### src/rtl/qc_ldpc_pkg.sv
// Shared definitions for the quasi-cyclic LDPC syndrome checker: circulant size,
// circulant-row type, checker FSM states and a syndrome popcount helper.
package qc_ldpc_pkg;

    localparam int Z     = 88;
    localparam int CNT_W = 7;

    typedef logic [Z-1:0] circ_row_t;

    typedef enum logic [1:0] {
        ST_IDLE   = 2'd0,
        ST_LOAD_H = 2'd1,
        ST_ACCUM  = 2'd2,
        ST_DONE   = 2'd3
    } chk_state_t;

    // 88 set bits at most, so 7 bits always hold the count.
    function automatic logic [6:0] popcount_row(input circ_row_t row);
        logic [6:0] cnt;
        cnt = '0;
        for (int i = 0; i < Z; i++) begin
            cnt = cnt + 7'(row[i]);
        end
        return cnt;
    endfunction

endpackage

### src/rtl/circulant_rotator_88bit.sv
// Loadable 88-bit right-rotate register holding the current circulant row;
// load has priority over rotate.
module circulant_rotator_88bit
    import qc_ldpc_pkg::*;
(
    input  logic      clk,
    input  logic      clear,
    input  logic      load_i,
    input  logic      rot_en_i,
    input  circ_row_t row_i,
    output circ_row_t row_o
);

    circ_row_t row_q;
    circ_row_t row_d;

    always_comb begin
        row_d = row_q;
        if (load_i) begin
            row_d = row_i;
        end else if (rot_en_i) begin
            row_d = {row_q[0], row_q[Z-1:1]};
        end
    end

    always_ff @(posedge clk or posedge clear) begin
        if (clear) begin
            row_q <= '0;
        end else begin
            row_q <= row_d;
        end
    end

    assign row_o = row_q;

endmodule

### src/rtl/qc_syndrome_checker_88bit.sv
// Serial QC-LDPC syndrome checker: one circulant row per block, one code bit per
// accepted cycle. Optional synd_weight output enabled by defining SYND_WEIGHT_EN.
//
// state     | meaning
// ----------+------------------------------------------------------------
// ST_IDLE   | waiting for start; syndrome / codeword_ok held
// ST_LOAD_H | h_req high, waiting for the circulant row of block blk_idx
// ST_ACCUM  | bit_ready high, folding 88 code bits into the syndrome
// ST_DONE   | one-cycle done pulse, results final
module qc_syndrome_checker_88bit
    import qc_ldpc_pkg::*;
#(
    parameter int NB = 4,
    localparam int BW = (NB > 1) ? $clog2(NB) : 1
) (
    input  logic          clk,
    input  logic          clear,
    input  logic          start,
    input  logic [Z-1:0]  h_in,
    input  logic          h_valid,
    output logic          h_req,
    input  logic          code_bit,
    input  logic          bit_valid,
    output logic          bit_ready,
    output logic [BW-1:0] blk_idx,
    output logic          busy,
    output logic          done,
    output logic [Z-1:0]  syndrome,
`ifdef SYND_WEIGHT_EN
    output logic [6:0]    synd_weight,
`endif
    output logic          codeword_ok
);

    localparam logic [CNT_W-1:0] LAST_BIT = CNT_W'(Z - 1);
    localparam logic [BW-1:0]    LAST_BLK = BW'(NB - 1);

    chk_state_t       state_q, state_d;
    circ_row_t        syn_q, syn_d;
    logic [CNT_W-1:0] cnt_q, cnt_d;
    logic [BW-1:0]    blk_q, blk_d;
    logic             ok_q, ok_d;
    logic             rot_load;
    logic             rot_en;
    circ_row_t        rot_row;

    circulant_rotator_88bit u_rot (
        .clk      (clk),
        .clear    (clear),
        .load_i   (rot_load),
        .rot_en_i (rot_en),
        .row_i    (h_in),
        .row_o    (rot_row)
    );

    // codeword_ok is captured on the transition into ST_DONE so it is already
    // valid while done is high.
    always_comb begin
        state_d   = state_q;
        syn_d     = syn_q;
        cnt_d     = cnt_q;
        blk_d     = blk_q;
        ok_d      = ok_q;
        rot_load  = 1'b0;
        rot_en    = 1'b0;
        h_req     = 1'b0;
        bit_ready = 1'b0;
        done      = 1'b0;
        case (state_q)
            ST_IDLE: begin
                if (start) begin
                    syn_d   = '0;
                    ok_d    = 1'b0;
                    blk_d   = '0;
                    cnt_d   = '0;
                    state_d = ST_LOAD_H;
                end
            end
            ST_LOAD_H: begin
                h_req = 1'b1;
                if (h_valid) begin
                    rot_load = 1'b1;
                    cnt_d    = '0;
                    state_d  = ST_ACCUM;
                end
            end
            ST_ACCUM: begin
                bit_ready = 1'b1;
                if (bit_valid) begin
                    syn_d  = syn_q ^ (rot_row & {Z{code_bit}});
                    rot_en = 1'b1;
                    if (cnt_q == LAST_BIT) begin
                        cnt_d = '0;
                        if (blk_q == LAST_BLK) begin
                            ok_d    = (syn_d == '0);
                            state_d = ST_DONE;
                        end else begin
                            blk_d   = blk_q + BW'(1);
                            state_d = ST_LOAD_H;
                        end
                    end else begin
                        cnt_d = cnt_q + CNT_W'(1);
                    end
                end
            end
            ST_DONE: begin
                done    = 1'b1;
                state_d = ST_IDLE;
            end
            default: state_d = ST_IDLE;
        endcase
    end

    always_ff @(posedge clk or posedge clear) begin
        if (clear) begin
            state_q <= ST_IDLE;
            syn_q   <= '0;
            cnt_q   <= '0;
            blk_q   <= '0;
            ok_q    <= 1'b0;
        end else begin
            state_q <= state_d;
            syn_q   <= syn_d;
            cnt_q   <= cnt_d;
            blk_q   <= blk_d;
            ok_q    <= ok_d;
        end
    end

`ifdef SYND_WEIGHT_EN
    logic [6:0] weight_q, weight_d;

    always_comb begin
        weight_d = weight_q;
        if (state_q == ST_IDLE && start) begin
            weight_d = '0;
        end else if (state_q == ST_ACCUM && state_d == ST_DONE) begin
            weight_d = popcount_row(syn_d);
        end
    end

    always_ff @(posedge clk or posedge clear) begin
        if (clear) begin
            weight_q <= '0;
        end else begin
            weight_q <= weight_d;
        end
    end

    assign synd_weight = weight_q;
`endif

    assign busy        = (state_q != ST_IDLE);
    assign blk_idx     = blk_q;
    assign syndrome    = syn_q;
    assign codeword_ok = ok_q;

endmodule

### config.mk
export PLATFORM = sky130hd
export DESIGN_NAME = qc_syndrome_checker_88bit
export DESIGN_NICKNAME = d
export VERILOG_FILES = /design/src/rtl/qc_ldpc_pkg.sv /design/src/rtl/circulant_rotator_88bit.sv /design/src/rtl/qc_syndrome_checker_88bit.sv
export SDC_FILE = /design/constraint.sdc
export NUM_CORES = 1
export LEC_CHECK = 0
export CORE_MARGIN = 4
export CORE_UTILIZATION = 40
export DETAILED_ROUTE_END_ITERATION = 8
export PLACE_DENSITY = 0.59
export SYNTH_ARGS = -nofsm -noshare
export SYNTH_HDL_FRONTEND = slang
export SYNTH_SLANG_ARGS = --single-unit
### constraint.sdc
create_clock -name clk -period 8.6 [get_ports clk]
set_input_delay 1.29 -clock clk [delete_from_list [all_inputs] [get_ports clk]]
set_output_delay 1.29 -clock clk [all_outputs]
set_load 0.03 [all_outputs]
### Local utilization

The die is cut into 17 by 17 equal tiles; white is low, dark blue is high, 0 to 100% covered.
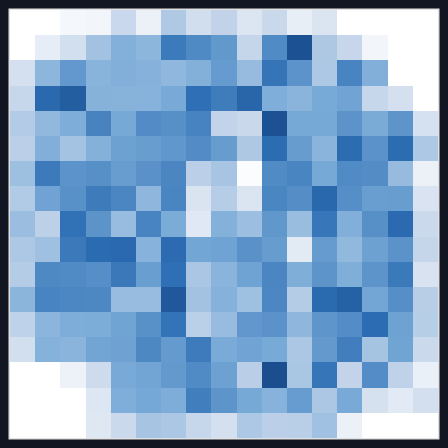
- nearly empty tiles: 8.3%
- mean over tiles: 43%
- fullest tile: 88%
- tiles over 75% full: 6.2%
final core utilization: 0.506
starting density of the core: 0.410
Core Box Area: 0.0272 mm2

### Gate families picked out

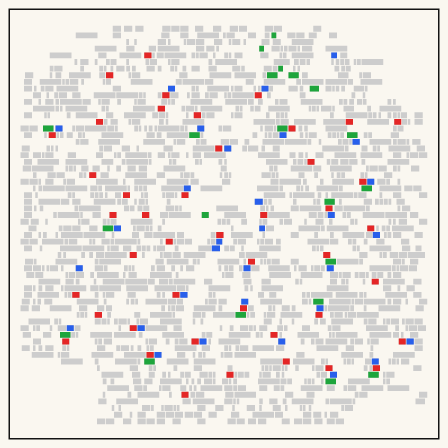
- AND and OR gates: green (cells 21)
- XOR/XNOR gates: red (cells 44)
- AND-OR and OR-AND gates: blue (cells 31)
final non-filler cell total: 1,763
most common logic cell in the routed design: sky130_fd_sc_hd__nand2_1
multi-input gate share of total cell area: 0.440

==> summary.txt <==
Summary of implementation figures.

Status
The run finished with clean final reports.

Clocking
The count of hold-fix buffers inserted at cts is 0. The clock insertion delay at the later pin of the skew report is 0.43 ns. The clock passes through at most 2 buffers. The clock sink count is ~190. The total of cells resized after clock tree synthesis is 0. The number of clock buffers added by TritonCTS is 17.

The root buffer cell chosen for the clock tree is sky130_fd_sc_hd__clkbuf_16. In the CTS report, the clock slew at the register clock pins of the worst setup and hold paths is listed as 0.08 ns. The H-tree generated during clock tree synthesis spans 4 levels. The number of buffers inserted to repair setup after CTS is 0.

Job
The max capacitance violation total is 0.

Drt
Per the detail_route log, met2 wirelength is 14.8 mm. For this run, the detailed router reports a per-instance via density of 5.49. The final antenna-violating net count is 0. Dividing the detail-routed wire length by the instance count gives 18.2 um. The final layout contains routed wiring with a total length of approximately 32 mm. The count of routing violations after the opening detailed-route iteration is 835.

STA
In the final report, the number of pins over their slew limit comes to 0. For the final database, setup skew stands at 0.0116 ns. The transition at the pin with the smallest max-transition slack is 1.16 ns. In the final report, the number of hold violations comes to 0.

Worst setup path
The reg-to-reg critical path startpoint is state_q[0]. OpenSTA lists the critical path endpoint as codeword_ok. The critical path required time is 8.94 ns. STA lists the endpoint of the worst register-to-register path as codeword_ok.

The arrival time of data at the critical path endpoint is 4.30 ns. For flop-to-flop paths, the worst setup slack is 5.35 ns.

Synthesis
The synthesis report lists the most area-consuming cells as sky130_fd_sc_hd__dfrtp_1, sky130_fd_sc_hd__mux2i_1, sky130_fd_sc_hd__nand2_1, sky130_fd_sc_hd__a21oi_1, sky130_fd_sc_hd__o21ai_1. Of all cell types, the one taking the most synthesized area is sky130_fd_sc_hd__dfrtp_1. The net count after synthesis is ~1,400. The number of library cell types mapped by synthesis is 51. The total number of yosys warnings is 0.

The simple-gate share of the synthesized area is 0.169. In this run, synthesis inferred 0 flip-flops with an integrated enable. The fraction of registers with async set/reset is 1.00. Among all cell types in the netlist, the one instantiated most often is sky130_fd_sc_hd__nand2_1. In this run, the synthesized area fraction spent on xor and xnor cells is recorded as 0.0346. In the synthesized netlist, the cells that appear most often are sky130_fd_sc_hd__nand2_1, sky130_fd_sc_hd__dfrtp_1, sky130_fd_sc_hd__mux2i_1. After synthesis the cells add up to 0.0111 mm2.

The mux cell area share after synthesis is 0.142.

Power and ir drop
The flow reported a cell area power density of approximately 340 mW/mm2.

Floorplanning
The total die size is approximately 0.031 mm2. The floorplan has 60 rows. For this design the top-level I/O count stands at 189.

The die boundary height is 175 um.

Min path
The beginning of the worst hold path is cnt_q[6]. In this run the worst hold path is classified as flip-flop to flip-flop.

Global route
The largest net degree at the start of global routing is roughly 190. The first global-routing pass estimated 50.6 mm of wire. The aggregate global-route resource usage is 0.204.

Finish
The final antenna diode tally reported by the flow is 0. The synthesis-to-layout area growth is 23.3%. The layout cell share with drive strength beyond 1 is 0.0424. In the layout the commonest cells are sky130_fd_sc_hd__nand2_1, sky130_fd_sc_hd__dfrtp_1, sky130_fd_sc_hd__clkdlybuf4s50_1.

Placed design
Buffers placed on the I/O ports in this run total 188. The final HPWL from detailed placement is around 20 mm.
[worst max-delay path, cell delays in order]
cell and delay, ns:
sky130_fd_sc_hd__clkdlybuf4s50_1 0.51, sky130_fd_sc_hd__and3b_4 0.76, sky130_fd_sc_hd__buf_4 0.96, sky130_fd_sc_hd__nand3_1 0.16, sky130_fd_sc_hd__nor2_1 0.15, sky130_fd_sc_hd__nand4_1 0.12
sky130_fd_sc_hd__o31ai_2 0.28
[layout make-up]
cell class | count | area [um2]
Clock buffer | 18 | 439
Clock inverter | 14 | 125
Fill cell | 2590 | 13400
Inverter | 4 | 22.5
Multi-Input combinational cell | 972 | 6040
Sequential cell | 188 | 4700
Tap cell | 372 | 465
Timing Repair Buffer | 195 | 1940
[cell families after synthesis]
group / after synthesis
xor gates and xnor gates: 44
buffers and inverters: 94
adders and majority gates: 2
AOI/OAI and AO/OA: 370
and+or+nand+nor: 398
DFF: 188
muxes: 158
[stage by stage]
stage	hold WS, ns	setup slack [ns]	cell area (um2)	std cells	total power, mW
2_1_floorplan	0.471	2.20	11100	1254	3.16
3_3_place_gp	0.497	4.24	13200	1731	3.89
3_5_place_dp	0.510	4.19	13200	1731	3.96
4_1_cts	0.523	4.65	13700	1763	4.76
5_1_grt	0.560	4.50	13700	1763	5.07
6_report	0.520	4.65	13700	1763	4.72
[sequential cells by signal, summed over array words and instances (netlist names)]
signal,count
blk_idx,2
cnt_q,7
codeword_ok,1
state_q,2
syndrome,88
u_rot.row_o,88
[where the power goes]
part / internal, mW / switching [mW]
combinational: 0.950 / 1.15
clock: 0.392 / 0.396
sequential: 1.22 / 0.621
[per-layer routing]
metal / up-vias / track usage
met3: 18 / 0.0396
met4: 0 / 0.0422
met2: 241 / 0.317
li1: 4715 / -
met5: - / 0
met1: 4710 / 0.298
Power figures rest on the tool's default switching activity, not on a simulated workload.
